run_1/placed.png
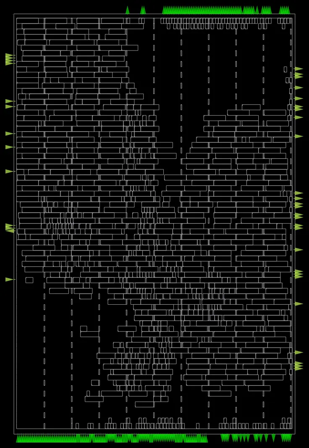
run_1/m3.png
The bar under the picture is 50 um long.
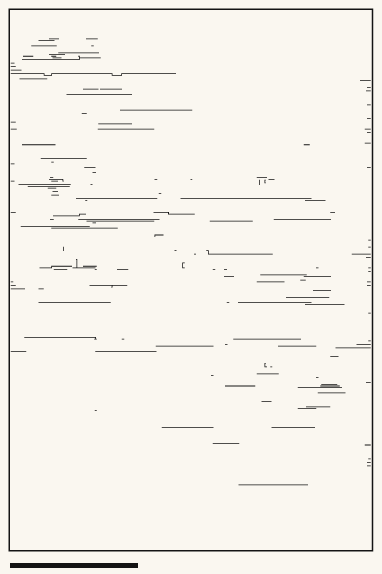
run_1/util_map.png
14 x 21 tiles, from black (low) to pale yellow (high), 0 to 100% covered.
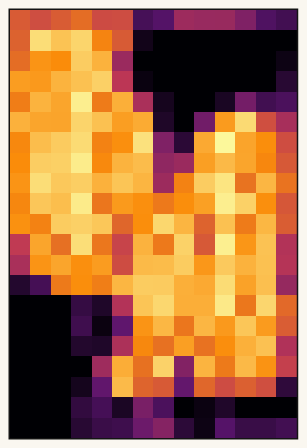
run_1/gates.png
The bar under the picture is 50 um long.
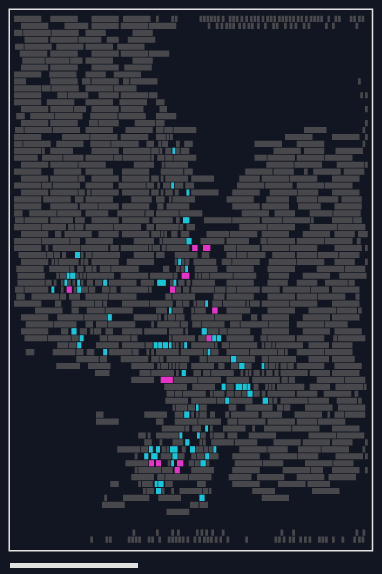
[src/rtl/uart_loanio_xcvr_if.sv]
// Stream and status bundle between a UART client and uart_loanio_xcvr.
// rx_parity_err exists only when UART_PARITY_EN is defined.
interface uart_loanio_xcvr_if #(
  parameter int DATA_BITS = 8
) ();
  logic [DATA_BITS-1:0] tx_data;
  logic                 tx_valid;
  logic                 tx_ready;
  logic [DATA_BITS-1:0] rx_data;
  logic                 rx_valid;
  logic                 rx_ready;
  logic                 err_clr;
  logic                 rx_overrun;
  logic                 rx_frame_err;
`ifdef UART_PARITY_EN
  logic                 rx_parity_err;

  modport master (output tx_data, tx_valid, rx_ready, err_clr,
                  input  tx_ready, rx_data, rx_valid, rx_overrun, rx_frame_err, rx_parity_err);
  modport slave  (input  tx_data, tx_valid, rx_ready, err_clr,
                  output tx_ready, rx_data, rx_valid, rx_overrun, rx_frame_err, rx_parity_err);
`else
  modport master (output tx_data, tx_valid, rx_ready, err_clr,
                  input  tx_ready, rx_data, rx_valid, rx_overrun, rx_frame_err);
  modport slave  (input  tx_data, tx_valid, rx_ready, err_clr,
                  output tx_ready, rx_data, rx_valid, rx_overrun, rx_frame_err);
`endif
endinterface

[src/rtl/uart_loanio_xcvr.sv]
// Full-duplex UART on HPS loan-IO pins with TX/RX FIFOs, glitch-rejecting RX and sticky errors.
// Define UART_PARITY_EN to add an even-parity bit per frame and the rx_parity_err flag.
module uart_loanio_xcvr #(
  parameter int CLK_HZ     = 50000000,
  parameter int BAUD       = 115200,
  parameter int DATA_BITS  = 8,
  parameter int FIFO_DEPTH = 16,
  parameter int TX_PIN     = 49,
  parameter int RX_PIN     = 50
) (
  input  logic               clk_clk,
  input  logic               reset_reset_n,
  uart_loanio_xcvr_if.slave  bus,
  input  logic [66:0]        loan_io_in,
  output logic [66:0]        loan_io_out,
  output logic [66:0]        loan_io_oe
);
  localparam int DIV  = (CLK_HZ + BAUD / 2) / BAUD;
  localparam int CW   = $clog2(DIV);
  localparam int BW   = $clog2(DATA_BITS + 1);
  localparam int AW   = $clog2(FIFO_DEPTH);
  localparam logic [CW-1:0] DIV_END  = CW'(DIV - 1);
  localparam logic [CW-1:0] HALF_END = CW'(DIV / 2 - 1);
  localparam logic [BW-1:0] LAST_BIT = BW'(DATA_BITS - 1);
`ifdef UART_PARITY_EN
  localparam bit PAR_EN = 1'b1;
`else
  localparam bit PAR_EN = 1'b0;
`endif

  typedef enum logic [2:0] {ST_IDLE, ST_START, ST_DATA, ST_PAR, ST_STOP, ST_WAIT} state_e;

  function automatic logic fifo_full_f(input logic [AW:0] wp, input logic [AW:0] rp);
    return (wp[AW] != rp[AW]) && (wp[AW-1:0] == rp[AW-1:0]);
  endfunction

  function automatic logic even_par_f(input logic [DATA_BITS-1:0] d);
    return ^d;
  endfunction

  logic [1:0] rst_sync_r;
  logic       rst_n_s;

  // Reset synchroniser: asserts asynchronously, releases on the clock
  always_ff @(posedge clk_clk or negedge reset_reset_n)
    if (!reset_reset_n) rst_sync_r <= 2'b00;
    else                rst_sync_r <= {rst_sync_r[0], 1'b1};
  assign rst_n_s = rst_sync_r[1];

  // ---------------- TX path ----------------
  logic [DATA_BITS-1:0] tx_mem_r [FIFO_DEPTH];
  logic [AW:0]          tx_wp_r, tx_rp_r, tx_wp_nx_s, tx_rp_nx_s;
  logic                 tx_ready_r, tx_push_s, tx_pop_s, tx_empty_s, tx_end_s;
  logic                 tx_par_r, tx_line_r;
  logic [DATA_BITS-1:0] tx_sh_r;
  logic [CW-1:0]        tx_cnt_r;
  logic [BW-1:0]        tx_bit_r;
  state_e               tx_state_r, tx_state_nx_s;

  assign tx_push_s  = bus.tx_valid && tx_ready_r;
  assign tx_empty_s = (tx_wp_r == tx_rp_r);
  assign tx_end_s   = (tx_cnt_r == DIV_END);
  assign tx_wp_nx_s = tx_wp_r + {{AW{1'b0}}, tx_push_s};
  assign tx_rp_nx_s = tx_rp_r + {{AW{1'b0}}, tx_pop_s};
  assign bus.tx_ready = tx_ready_r;

  // TX FIFO storage; occupancy is defined by the pointers alone
  always_ff @(posedge clk_clk)
    if (tx_push_s) tx_mem_r[tx_wp_r[AW-1:0]] <= bus.tx_data;

  // TX pointers; ready is registered from the post-update occupancy
  always_ff @(posedge clk_clk or negedge rst_n_s)
    if (!rst_n_s) begin
      tx_wp_r    <= {(AW+1){1'b0}};
      tx_rp_r    <= {(AW+1){1'b0}};
      tx_ready_r <= 1'b0;
    end else begin
      tx_wp_r    <= tx_wp_nx_s;
      tx_rp_r    <= tx_rp_nx_s;
      tx_ready_r <= !fifo_full_f(tx_wp_nx_s, tx_rp_nx_s);
    end

  // TX next-state; STOP chains straight into START when more data is queued
  always_comb begin
    tx_state_nx_s = tx_state_r;
    tx_pop_s      = 1'b0;
    case (tx_state_r)
      ST_IDLE:  if (!tx_empty_s) begin tx_pop_s = 1'b1; tx_state_nx_s = ST_START; end
                else tx_state_nx_s = ST_IDLE;
      ST_START: if (tx_end_s) tx_state_nx_s = ST_DATA; else tx_state_nx_s = ST_START;
      ST_DATA:  if (tx_end_s && tx_bit_r == LAST_BIT) tx_state_nx_s = PAR_EN ? ST_PAR : ST_STOP;
                else tx_state_nx_s = ST_DATA;
      ST_PAR:   if (tx_end_s) tx_state_nx_s = ST_STOP; else tx_state_nx_s = ST_PAR;
      ST_STOP:  if (tx_end_s && !tx_empty_s) begin tx_pop_s = 1'b1; tx_state_nx_s = ST_START; end
                else if (tx_end_s) tx_state_nx_s = ST_IDLE;
                else tx_state_nx_s = ST_STOP;
      default:  tx_state_nx_s = ST_IDLE;
    endcase
  end

  // TX datapath; the line register trails the state by one clock
  always_ff @(posedge clk_clk or negedge rst_n_s)
    if (!rst_n_s) begin
      tx_state_r <= ST_IDLE;
      tx_cnt_r   <= {CW{1'b0}};
      tx_bit_r   <= {BW{1'b0}};
      tx_sh_r    <= {DATA_BITS{1'b0}};
      tx_par_r   <= 1'b0;
      tx_line_r  <= 1'b1;
    end else begin
      tx_state_r <= tx_state_nx_s;
      tx_cnt_r   <= (tx_state_r == ST_IDLE || tx_end_s) ? {CW{1'b0}} : tx_cnt_r + CW'(1'b1);
      if (tx_state_r != ST_DATA) tx_bit_r <= {BW{1'b0}};
      else if (tx_end_s)         tx_bit_r <= tx_bit_r + BW'(1'b1);
      if (tx_pop_s) begin
        tx_sh_r  <= tx_mem_r[tx_rp_r[AW-1:0]];
        tx_par_r <= even_par_f(tx_mem_r[tx_rp_r[AW-1:0]]);
      end else if (tx_state_r == ST_DATA && tx_end_s) begin
        tx_sh_r  <= tx_sh_r >> 1;
      end
      case (tx_state_r)
        ST_START: tx_line_r <= 1'b0;
        ST_DATA:  tx_line_r <= tx_sh_r[0];
        ST_PAR:   tx_line_r <= tx_par_r;
        default:  tx_line_r <= 1'b1;
      endcase
    end

  // ---------------- RX path ----------------
  logic [1:0]           rx_sync_r;
  logic                 rx_s, rx_end_s, rx_done_s, rx_push_s, rx_wr_s, rx_pop_s, rx_valid_s, rx_full_s;
  logic [DATA_BITS-1:0] rx_mem_r [FIFO_DEPTH];
  logic [AW:0]          rx_wp_r, rx_rp_r;
  logic [DATA_BITS-1:0] rx_sh_r;
  logic [CW-1:0]        rx_cnt_r;
  logic [BW-1:0]        rx_bit_r;
  logic                 rx_pbad_r, rx_overrun_r, rx_frame_err_r;
  state_e               rx_state_r, rx_state_nx_s;
  logic                 unused_s;

  assign rx_s       = rx_sync_r[1];
  assign rx_end_s   = (rx_cnt_r == DIV_END);
  assign rx_done_s  = (rx_state_r == ST_STOP) && rx_end_s;
  assign rx_push_s  = rx_done_s && rx_s;
  assign rx_valid_s = (rx_wp_r != rx_rp_r);
  assign rx_full_s  = fifo_full_f(rx_wp_r, rx_rp_r);
  assign rx_pop_s   = rx_valid_s && bus.rx_ready;
  assign rx_wr_s    = rx_push_s && (!rx_full_s || rx_pop_s);
  assign unused_s   = ^(loan_io_in & ~(67'd1 << RX_PIN));

  // RX line synchroniser, idling high
  always_ff @(posedge clk_clk or negedge rst_n_s)
    if (!rst_n_s) rx_sync_r <= 2'b11;
    else          rx_sync_r <= {rx_sync_r[0], loan_io_in[RX_PIN]};

  // RX next-state; a start bit must still be low at half a bit period
  always_comb begin
    rx_state_nx_s = rx_state_r;
    case (rx_state_r)
      ST_IDLE:  if (!rx_s) rx_state_nx_s = ST_START; else rx_state_nx_s = ST_IDLE;
      ST_START: if (rx_cnt_r == HALF_END) rx_state_nx_s = rx_s ? ST_IDLE : ST_DATA;
                else rx_state_nx_s = ST_START;
      ST_DATA:  if (rx_end_s && rx_bit_r == LAST_BIT) rx_state_nx_s = PAR_EN ? ST_PAR : ST_STOP;
                else rx_state_nx_s = ST_DATA;
      ST_PAR:   if (rx_end_s) rx_state_nx_s = ST_STOP; else rx_state_nx_s = ST_PAR;
      ST_STOP:  if (rx_end_s) rx_state_nx_s = rx_s ? ST_IDLE : ST_WAIT;
                else rx_state_nx_s = ST_STOP;
      ST_WAIT:  if (rx_s) rx_state_nx_s = ST_IDLE; else rx_state_nx_s = ST_WAIT;
      default:  rx_state_nx_s = ST_IDLE;
    endcase
  end

  // RX bit timing and deserialiser
  always_ff @(posedge clk_clk or negedge rst_n_s)
    if (!rst_n_s) begin
      rx_state_r <= ST_IDLE;
      rx_cnt_r   <= {CW{1'b0}};
      rx_bit_r   <= {BW{1'b0}};
      rx_sh_r    <= {DATA_BITS{1'b0}};
      rx_pbad_r  <= 1'b0;
    end else begin
      rx_state_r <= rx_state_nx_s;
      rx_cnt_r   <= (rx_state_nx_s != rx_state_r || rx_end_s) ? {CW{1'b0}} : rx_cnt_r + CW'(1'b1);
      if (rx_state_r != ST_DATA) rx_bit_r <= {BW{1'b0}};
      else if (rx_end_s)         rx_bit_r <= rx_bit_r + BW'(1'b1);
      if (rx_state_r == ST_DATA && rx_end_s) rx_sh_r <= {rx_s, rx_sh_r[DATA_BITS-1:1]};
      if (rx_state_r == ST_PAR && rx_end_s)  rx_pbad_r <= rx_s ^ even_par_f(rx_sh_r);
    end

  // RX FIFO storage; a full FIFO only accepts when its head leaves the same cycle
  always_ff @(posedge clk_clk)
    if (rx_wr_s) rx_mem_r[rx_wp_r[AW-1:0]] <= rx_sh_r;

  // RX pointers and sticky flags; a set event beats err_clr
  always_ff @(posedge clk_clk or negedge rst_n_s)
    if (!rst_n_s) begin
      rx_wp_r        <= {(AW+1){1'b0}};
      rx_rp_r        <= {(AW+1){1'b0}};
      rx_overrun_r   <= 1'b0;
      rx_frame_err_r <= 1'b0;
    end else begin
      rx_wp_r        <= rx_wp_r + {{AW{1'b0}}, rx_wr_s};
      rx_rp_r        <= rx_rp_r + {{AW{1'b0}}, rx_pop_s};
      rx_overrun_r   <= (rx_push_s && rx_full_s && !rx_pop_s) || (rx_overrun_r && !bus.err_clr);
      rx_frame_err_r <= (rx_done_s && !rx_s) || (rx_frame_err_r && !bus.err_clr);
    end

`ifdef UART_PARITY_EN
  logic rx_parity_err_r;
  // Sticky parity flag; the byte itself is still delivered
  always_ff @(posedge clk_clk or negedge rst_n_s)
    if (!rst_n_s) rx_parity_err_r <= 1'b0;
    else          rx_parity_err_r <= (rx_done_s && rx_pbad_r) || (rx_parity_err_r && !bus.err_clr);
  assign bus.rx_parity_err = rx_parity_err_r;
`endif

  assign bus.rx_data      = rx_mem_r[rx_rp_r[AW-1:0]];
  assign bus.rx_valid     = rx_valid_s;
  assign bus.rx_overrun   = rx_overrun_r;
  assign bus.rx_frame_err = rx_frame_err_r;

  // Only the TX pin is ever driven
  always_comb begin
    loan_io_out         = 67'd0;
    loan_io_out[TX_PIN] = tx_line_r;
    loan_io_oe          = 67'd0;
    loan_io_oe[TX_PIN]  = 1'b1;
  end
endmodule
[src/flat_wrapper.sv]
// flat-port wrapper written by rule: the top's interface ports become plain ports
module uart_loanio_xcvr_flat 
#(
  parameter int CLK_HZ     = 50000000,
  parameter int BAUD       = 115200,
  parameter int DATA_BITS  = 8,
  parameter int FIFO_DEPTH = 16,
  parameter int TX_PIN     = 49,
  parameter int RX_PIN     = 50
)
  (clk_clk, reset_reset_n, loan_io_in, loan_io_out, loan_io_oe, bus_tx_data, bus_tx_valid, bus_rx_ready, bus_err_clr, bus_tx_ready, bus_rx_data, bus_rx_valid, bus_rx_overrun, bus_rx_frame_err);
  uart_loanio_xcvr_if #(.DATA_BITS(DATA_BITS)) bus_i ();
  input  logic clk_clk;
  input  logic reset_reset_n;
  input  logic [66:0] loan_io_in;
  output logic [66:0] loan_io_out;
  output logic [66:0] loan_io_oe;
  input wire logic [$bits(bus_i.tx_data)-1:0] bus_tx_data;
  input wire logic [$bits(bus_i.tx_valid)-1:0] bus_tx_valid;
  input wire logic [$bits(bus_i.rx_ready)-1:0] bus_rx_ready;
  input wire logic [$bits(bus_i.err_clr)-1:0] bus_err_clr;
  output wire logic [$bits(bus_i.tx_ready)-1:0] bus_tx_ready;
  output wire logic [$bits(bus_i.rx_data)-1:0] bus_rx_data;
  output wire logic [$bits(bus_i.rx_valid)-1:0] bus_rx_valid;
  output wire logic [$bits(bus_i.rx_overrun)-1:0] bus_rx_overrun;
  output wire logic [$bits(bus_i.rx_frame_err)-1:0] bus_rx_frame_err;
  assign bus_i.tx_data = bus_tx_data;
  assign bus_i.tx_valid = bus_tx_valid;
  assign bus_i.rx_ready = bus_rx_ready;
  assign bus_i.err_clr = bus_err_clr;
  assign bus_tx_ready = bus_i.tx_ready;
  assign bus_rx_data = bus_i.rx_data;
  assign bus_rx_valid = bus_i.rx_valid;
  assign bus_rx_overrun = bus_i.rx_overrun;
  assign bus_rx_frame_err = bus_i.rx_frame_err;
  uart_loanio_xcvr #(.CLK_HZ(CLK_HZ), .BAUD(BAUD), .DATA_BITS(DATA_BITS), .FIFO_DEPTH(FIFO_DEPTH), .TX_PIN(TX_PIN), .RX_PIN(RX_PIN)) u_core (.clk_clk(clk_clk), .reset_reset_n(reset_reset_n), .bus(bus_i), .loan_io_in(loan_io_in), .loan_io_out(loan_io_out), .loan_io_oe(loan_io_oe));
endmodule
[config.mk]
export PLATFORM = sky130hd
export DESIGN_NAME = uart_loanio_xcvr_flat
export DESIGN_NICKNAME = d
export VERILOG_FILES = /design/src/rtl/uart_loanio_xcvr_if.sv /design/src/rtl/uart_loanio_xcvr.sv /design/src/flat_wrapper.sv
export SDC_FILE = /design/constraint.sdc
export NUM_CORES = 1
export LEC_CHECK = 0
export ABC_CLOCK_PERIOD_IN_PS = 3450
export CAP_MARGIN = 10
export CORE_ASPECT_RATIO = 1.5
export CORE_MARGIN = 1
export CORE_UTILIZATION = 50
export CTS_CLUSTER_DIAMETER = 150
export DETAILED_ROUTE_END_ITERATION = 8
export PLACE_DENSITY = 0.85
export SETUP_SLACK_MARGIN = 0.5
export SLEW_MARGIN = 25
export SYNTH_ARGS = -nofsm -noshare
export SYNTH_HDL_FRONTEND = slang
export SYNTH_SLANG_ARGS = --single-unit
[constraint.sdc]
create_clock -name clk_clk -period 3.45 [get_ports clk_clk]
set_input_delay 0.5175 -clock clk_clk [delete_from_list [all_inputs] [get_ports clk_clk]]
set_output_delay 0.5175 -clock clk_clk [all_outputs]
set_load 0.03 [all_outputs]
==> flow_summary.html, run 1 <==
<!-- implementation run metrics -->
<table>
<tr><th>Metric</th><th>Value</th></tr>
<tr><th colspan="2">Min path</th></tr>
<tr><td>Worst Hold Class</td><td>primary input to async pin</td></tr>
<tr><th colspan="2">Critical path</th></tr>
<tr><td>RR Endpoint</td><td>u_core.tx_par_r</td></tr>
<tr><td>Crit Path Max Fanout</td><td>9</td></tr>
<tr><td>Nature of the critical path startpoint</td><td>flop</td></tr>
<tr><td>Number of buffers and inverters on the critical path</td><td>3</td></tr>
<tr><td>Logic depth of the worst path, buffers included</td><td>5</td></tr>
<tr><td>Crit path from</td><td>u_core.rx_rp_r[0]</td></tr>
<tr><td>Startpoint of the worst-slack reg-to-reg timing path</td><td>u_core.tx_rp_r[1]</td></tr>
<tr><td>Ordered cell list for the critical path</td><td>buf_12 -&gt; buf_12 -&gt; mux4_2 -&gt; mux4_2 -&gt; buf_2</td></tr>
<tr><td>Type of the setup path with the least slack</td><td>flop to primary output</td></tr>
<tr><th colspan="2">Route</th></tr>
<tr><td>Initial DRC count</td><td>roughly 380</td></tr>
<tr><td>Uppermost layer routed</td><td>met4</td></tr>
<tr><td>Routed len/inst</td><td>19.0 um</td></tr>
<tr><th colspan="2">Status</th></tr>
<tr><td>Outcome</td><td>finished, final reports clean</td></tr>
<tr><th colspan="2">Timing</th></tr>
<tr><td>Total negative setup slack</td><td>0 ps</td></tr>
<tr><td>Final Worst Setup Slack</td><td>around 510 ps</td></tr>
<tr><td>Worst slew margin relative to its limit</td><td>38.0%</td></tr>
<tr><td>Worst-Margin Slew</td><td>927 ps</td></tr>
<tr><th colspan="2">Logic synthesis</th></tr>
<tr><td>Prevailing post-synth register cell</td><td>edfxtp_1</td></tr>
<tr><td>Compound-cell area share of the yosys netlist</td><td>1.42%</td></tr>
<tr><td>Flops &amp; latches, synth</td><td>333</td></tr>
<tr><td>Yosys stat chip area</td><td>~15000 sq um</td></tr>
<tr><td>Top post-synthesis cells by area</td><td>edfxtp_1 (53%), dfrtp_1 (13%), mux4_2 (9.5%)</td></tr>
<tr><td>XOR/XNOR Fraction of Synth Area</td><td>under 10%</td></tr>
<tr><td>Sequential fraction of the synthesis area</td><td>~66%</td></tr>
<tr><th colspan="2">Global route</th></tr>
<tr><td>Tot GR Track Use</td><td>17.5%</td></tr>
<tr><td>Maximum number of pins on one net before global-route repair</td><td>roughly 76</td></tr>
<tr><td>Total grt overflow</td><td>0</td></tr>
<tr><th colspan="2">Layout</th></tr>
<tr><td>Top cells excl fill/tap</td><td>edfxtp_1 (256), conb_1 (134), nor2_1 (74)</td></tr>
<tr><td>Total Nets Final</td><td>about 1.1k</td></tr>
<tr><td>Proportion of cell area occupied by registers</td><td>approximately three fifths</td></tr>
<tr><td>Share of cells above drive strength 1</td><td>about a fifth</td></tr>
<tr><td>Buffers, non-clock</td><td>80</td></tr>
<tr><td>Post-Layout Inst Area</td><td>about 16000 sq um</td></tr>
<tr><th colspan="2">Place</th></tr>
<tr><td>Placed cells</td><td>1320</td></tr>
<tr><td>Post-placement cell area</td><td>roughly 15000 sq um</td></tr>
<tr><th colspan="2">Die</th></tr>
<tr><td>Count of boundary I/O pins</td><td>~230</td></tr>
<tr><td>Total number of placement rows</td><td>around 76</td></tr>
<tr><td>Die height</td><td>212 um</td></tr>
<tr><th colspan="2">Clock tree</th></tr>
<tr><td>Setup bufs post-CTS</td><td>1</td></tr>
<tr><td>Cts repair resizes</td><td>35</td></tr>
<tr><td>CTS Hold Bufs</td><td>0</td></tr>
<tr><th colspan="2">Power and ir drop</th></tr>
<tr><td>Leading power group</td><td>registers</td></tr>
<tr><td>Lkg Pwr</td><td>between 6 and 7 nW</td></tr>
<tr><td>Power density over the cells</td><td>~620 nW/um^2</td></tr>
<tr><td>Switching power share of the total</td><td>roughly a quarter</td></tr>
<tr><th colspan="2">Flow run</th></tr>
<tr><td>Count of warning messages emitted by the tools</td><td>about 97</td></tr>
</table>
Back to the opening pictures, placed.png:
number of standard cells in the final layout excluding fillers: 1388
share of the core filled with cells in the final layout: 56.7%
filler cell count in the final layout: 2149

Back to the opening pictures, m3.png:
wire length on this layer: 1240 um
main direction: horizontal
share of all routed wire: 4.7%
nets with wire on the layer: 97
longest straight run: 51.0 um
via total after detailed routing: 7191
met3 track demand over resource: 2.58%
Post-Route WL: 26.4 mm

Back to the opening pictures, util_map.png:
emptiest ninth of the die: south-west
mean over tiles: 53%
fullest tile: 98%
tiles over 75% full: 41%
nearly empty tiles: 17%
Initial Util: 51.0%
area of the core region: 28700 sq um

Back to the opening pictures, gates.png:
| colour | family | cells |
|---|---|---|
| cyan | nand cells | 65 |
| magenta | and/or cells | 12 |
proportion of cell area occupied by multi-input gates: 26.5%
most frequent logic cell in the layout: edfxtp_1

[run 1: state kept, by name, summed over array words and instances, names as in the netlist]
signal / cells
u_core.rx_mem_r: 128
u_core.rst_sync_r: 2
u_core.tx_sh_r: 8
u_core.rx_sh_r: 8
u_core.rx_rp_r: 5
u_core.tx_wp_r: 5
u_core.bus.tx_ready: 1
u_core.rx_cnt_r: 9
u_core.tx_rp_r: 5
u_core.tx_line_r: 1
u_core.rx_state_r: 3
u_core.rx_bit_r: 4
u_core.rx_wp_r: 5
u_core.tx_par_r: 1
u_core.rx_sync_r: 2
u_core.tx_bit_r: 4
u_core.tx_state_r: 3
u_core.tx_mem_r: 128
u_core.bus.rx_frame_err: 1
u_core.bus.rx_overrun: 1
u_core.tx_cnt_r: 9
--- run 2 (diff from run 1) ---
Settings changed: SLEW_MARGIN 25 to not set.
run_2/placed.png
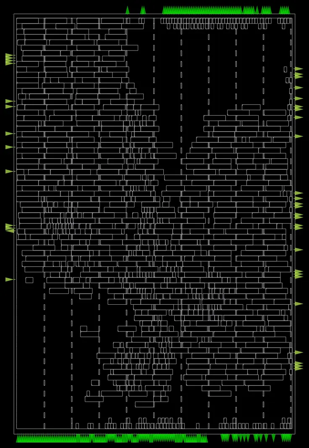
share of the core filled with cells in the final layout: 56.6%
Flops: 333
Tapcells: 390

==> run 2 against run 1 <==
Maximum frequency about the same. Sequential cell count unchanged. Clock skew increased by 3.0 ps. Die area unchanged. Via count decreased by 0.68%. Count of clock-buffer cells in the layout did not move. Critical path type unchanged. Critical endpoint unchanged. Largest power group unchanged.
==> flow_summary.html, run 2 <==
<!-- implementation run metrics -->
<table>
<tr><th>Metric</th><th>Value</th></tr>
<tr><th colspan="2">Power and ir drop</th></tr>
<tr><td>Lkg Pwr</td><td>6.17 nW</td></tr>
<tr><td>Power density over the cells</td><td>621 nW/um^2</td></tr>
<tr><td>Switching power share of the total</td><td>approximately a quarter</td></tr>
<tr><td>Power Sequential</td><td>0.00476 W</td></tr>
<tr><td>Comb. pwr</td><td>0.00193 W</td></tr>
<tr><td>Leading power group</td><td>registers</td></tr>
<tr><th colspan="2">Route</th></tr>
<tr><td>Via total after detailed routing</td><td>around 7.1k</td></tr>
<tr><td>Final antenna-violating net count</td><td>0</td></tr>
<tr><td>Initial DRC count</td><td>around 400</td></tr>
<tr><td>Post-Route WL</td><td>roughly 26 mm</td></tr>
<tr><td>Routed len/inst</td><td>19.0 um</td></tr>
<tr><th colspan="2">Logic synthesis</th></tr>
<tr><td>List of most frequent post-synthesis cells</td><td>edfxtp_1 (256), buf_4 (137), nor2_1 (75)</td></tr>
<tr><td>Warnings from Yosys</td><td>0</td></tr>
<tr><td>Fraction of synthesized cell area taken by the top area cell type</td><td>a little over half</td></tr>
<tr><td>Yosys stat chip area</td><td>between 10000 and 15000 sq um</td></tr>
<tr><td>Syn Inst Count</td><td>~900</td></tr>
<tr><td>Top post-synthesis cells by area</td><td>edfxtp_1 (53%), dfrtp_1 (13%), mux4_2 (9.5%)</td></tr>
<tr><td>Average cell area after synthesis</td><td>16.3 sq um</td></tr>
<tr><td>Sequential fraction of the synthesis area</td><td>65.7%</td></tr>
<tr><td>EDFF count, synth</td><td>roughly 260</td></tr>
<tr><td>Most frequently used cell type in the post-synthesis netlist</td><td>edfxtp_1</td></tr>
<tr><td>Cell type with the largest total area after synthesis</td><td>edfxtp_1</td></tr>
<tr><td>Flops &amp; latches, synth</td><td>between 300 and 400</td></tr>
<tr><td>Prevailing post-synth register cell</td><td>edfxtp_1</td></tr>
<tr><th colspan="2">Layout</th></tr>
<tr><td>Buffers, non-clock</td><td>79</td></tr>
<tr><td>Filler cell count in the final layout</td><td>2155</td></tr>
<tr><td>Post-Layout Inst Area</td><td>16200 sq um</td></tr>
<tr><td>Proportion of cell area occupied by multi-input gates</td><td>about a quarter</td></tr>
<tr><td>Combined area of the multi-input logic cells</td><td>~4300 sq um</td></tr>
<tr><td>Area taken by flip-flops and latches</td><td>9630 sq um</td></tr>
<tr><td>Top cells excl fill/tap</td><td>edfxtp_1 (256), conb_1 (134), nor2_1 (74)</td></tr>
<tr><td>Proportion of cell area occupied by registers</td><td>59.3%</td></tr>
<tr><td>Total Nets Final</td><td>roughly 1.1k</td></tr>
<tr><td>Most frequent logic cell in the layout</td><td>edfxtp_1</td></tr>
<tr><td>Number of standard cells in the final layout excluding fillers</td><td>1387</td></tr>
<tr><td>Fraction of cell area in non-clock buffers</td><td>4.60%</td></tr>
<tr><td>Share of cells above drive strength 1</td><td>between 20 and 25%</td></tr>
<tr><th colspan="2">Status</th></tr>
<tr><td>Outcome</td><td>finished, final reports clean</td></tr>
<tr><th colspan="2">Place</th></tr>
<tr><td>Total of buffers placed on input and output ports</td><td>26</td></tr>
<tr><td>Placed cells</td><td>~1.3k</td></tr>
<tr><td>Post-placement cell area</td><td>15100 sq um</td></tr>
<tr><th colspan="2">Timing</th></tr>
<tr><td>Worst slew margin relative to its limit</td><td>between 30% and 40%</td></tr>
<tr><td>Total negative setup slack</td><td>0 ps</td></tr>
<tr><td>Final worst-path cycle share</td><td>85.3%</td></tr>
<tr><td>Post-layout minimum cycle time</td><td>2940 ps</td></tr>
<tr><td>Unrepaired setup endpoints after global routing</td><td>yes</td></tr>
<tr><td>Final Worst Setup Slack</td><td>roughly 510 ps</td></tr>
<tr><td>Worst-Margin Slew</td><td>between 900 and 1000 ps</td></tr>
<tr><td>Final Skew</td><td>15.6 ps</td></tr>
<tr><th colspan="2">Global route</th></tr>
<tr><td>Tot GR Track Use</td><td>17.5%</td></tr>
<tr><td>Total grt overflow</td><td>0</td></tr>
<tr><td>Maximum number of pins on one net before global-route repair</td><td>between 70 and 80</td></tr>
<tr><th colspan="2">Critical path</th></tr>
<tr><td>Cell family with the largest share of critical-path delay</td><td>multiplexers</td></tr>
<tr><td>Crit path from</td><td>u_core.rx_rp_r[0]</td></tr>
<tr><td>Nature of the critical path startpoint</td><td>flop</td></tr>
<tr><td>Flop2flop setup slack</td><td>about 680 ps</td></tr>
<tr><td>Crit Path Max Fanout</td><td>9</td></tr>
<tr><td>Critical path data arrival time</td><td>about 2400 ps</td></tr>
<tr><td>Number of buffers and inverters on the critical path</td><td>3</td></tr>
<tr><td>Timing endpoint of the critical path</td><td>bus_rx_data[1]</td></tr>
<tr><td>Startpoint of the worst-slack reg-to-reg timing path</td><td>u_core.tx_cnt_r[3]</td></tr>
<tr><td>Type of the setup path with the least slack</td><td>flop to primary output</td></tr>
<tr><td>Ordered cell list for the critical path</td><td>buf_12 -&gt; buf_12 -&gt; mux4_2 -&gt; mux4_2 -&gt; buf_2</td></tr>
<tr><td>RR Endpoint</td><td>u_core.bus.tx_ready</td></tr>
<tr><td>Logic depth of the worst path, buffers included</td><td>5</td></tr>
<tr><td>Maximum single-stage delay on the critical path</td><td>between 500 and 600 ps</td></tr>
<tr><th colspan="2">Clock tree</th></tr>
<tr><td>H-Tree Level Count</td><td>1</td></tr>
<tr><td>TritonCTS clock tree</td><td>yes</td></tr>
<tr><td>TritonCTS buffer count</td><td>30</td></tr>
<tr><td>Clock root buffer master</td><td>clkbuf_16</td></tr>
<tr><td>CTS Hold Bufs</td><td>0</td></tr>
<tr><td>Insertion delay of the later-clocked pin in the worst-skew pair</td><td>~550 ps</td></tr>
<tr><th colspan="2">Flow run</th></tr>
<tr><td>Reported max-cap violation count</td><td>0</td></tr>
<tr><td>Count of warning messages emitted by the tools</td><td>approximately 97</td></tr>
<tr><th colspan="2">Die</th></tr>
<tr><td>Die height</td><td>approximately 210 um</td></tr>
<tr><td>Area of the core region</td><td>28700 sq um</td></tr>
<tr><td>Total number of placement rows</td><td>roughly 76</td></tr>
<tr><td>Initial Util</td><td>51.0%</td></tr>
<tr><td>Count of boundary I/O pins</td><td>between 200 and 250</td></tr>
<tr><th colspan="2">Min path</th></tr>
<tr><td>Worst Hold Class</td><td>primary input to async pin</td></tr>
</table>
[run 2: cell counts after synthesis]
No cell type changed its count.
[run 2: what timing repair did]
item                       in CTS  in global routing
buffers inserted                1                  7
gates resized                  35                 22
gates cloned                    0                  3
setup endpoints to repair       9                 15
[run 2: logic make-up (layout without fill, tap and decap cells)]
logic type               count (synthesis)  in the layout  share of synthesized area (%)
AND/OR/NAND/NOR                        171            171                           5.61
XOR/XNOR                                57             57                           3.50
buffers and inverters                  180            146                           8.37
AND-OR/OR-AND                           31             31                           1.42
multiplexers                           110            110                           14.1
adder cells (fa/ha/maj)                 15             15                           1.28
flip-flops                             333            333                           65.7
other                                    2            134                         0.0513
[run 2: layer usage]
metal,routed length [um],GRT usage [%]
met1,9390,19.4
met2,15100,33.8
met3,1170,2.58
met4,753,6.04
met5,0,0
No activity file was given, so power comes from the tool's default toggle rates.
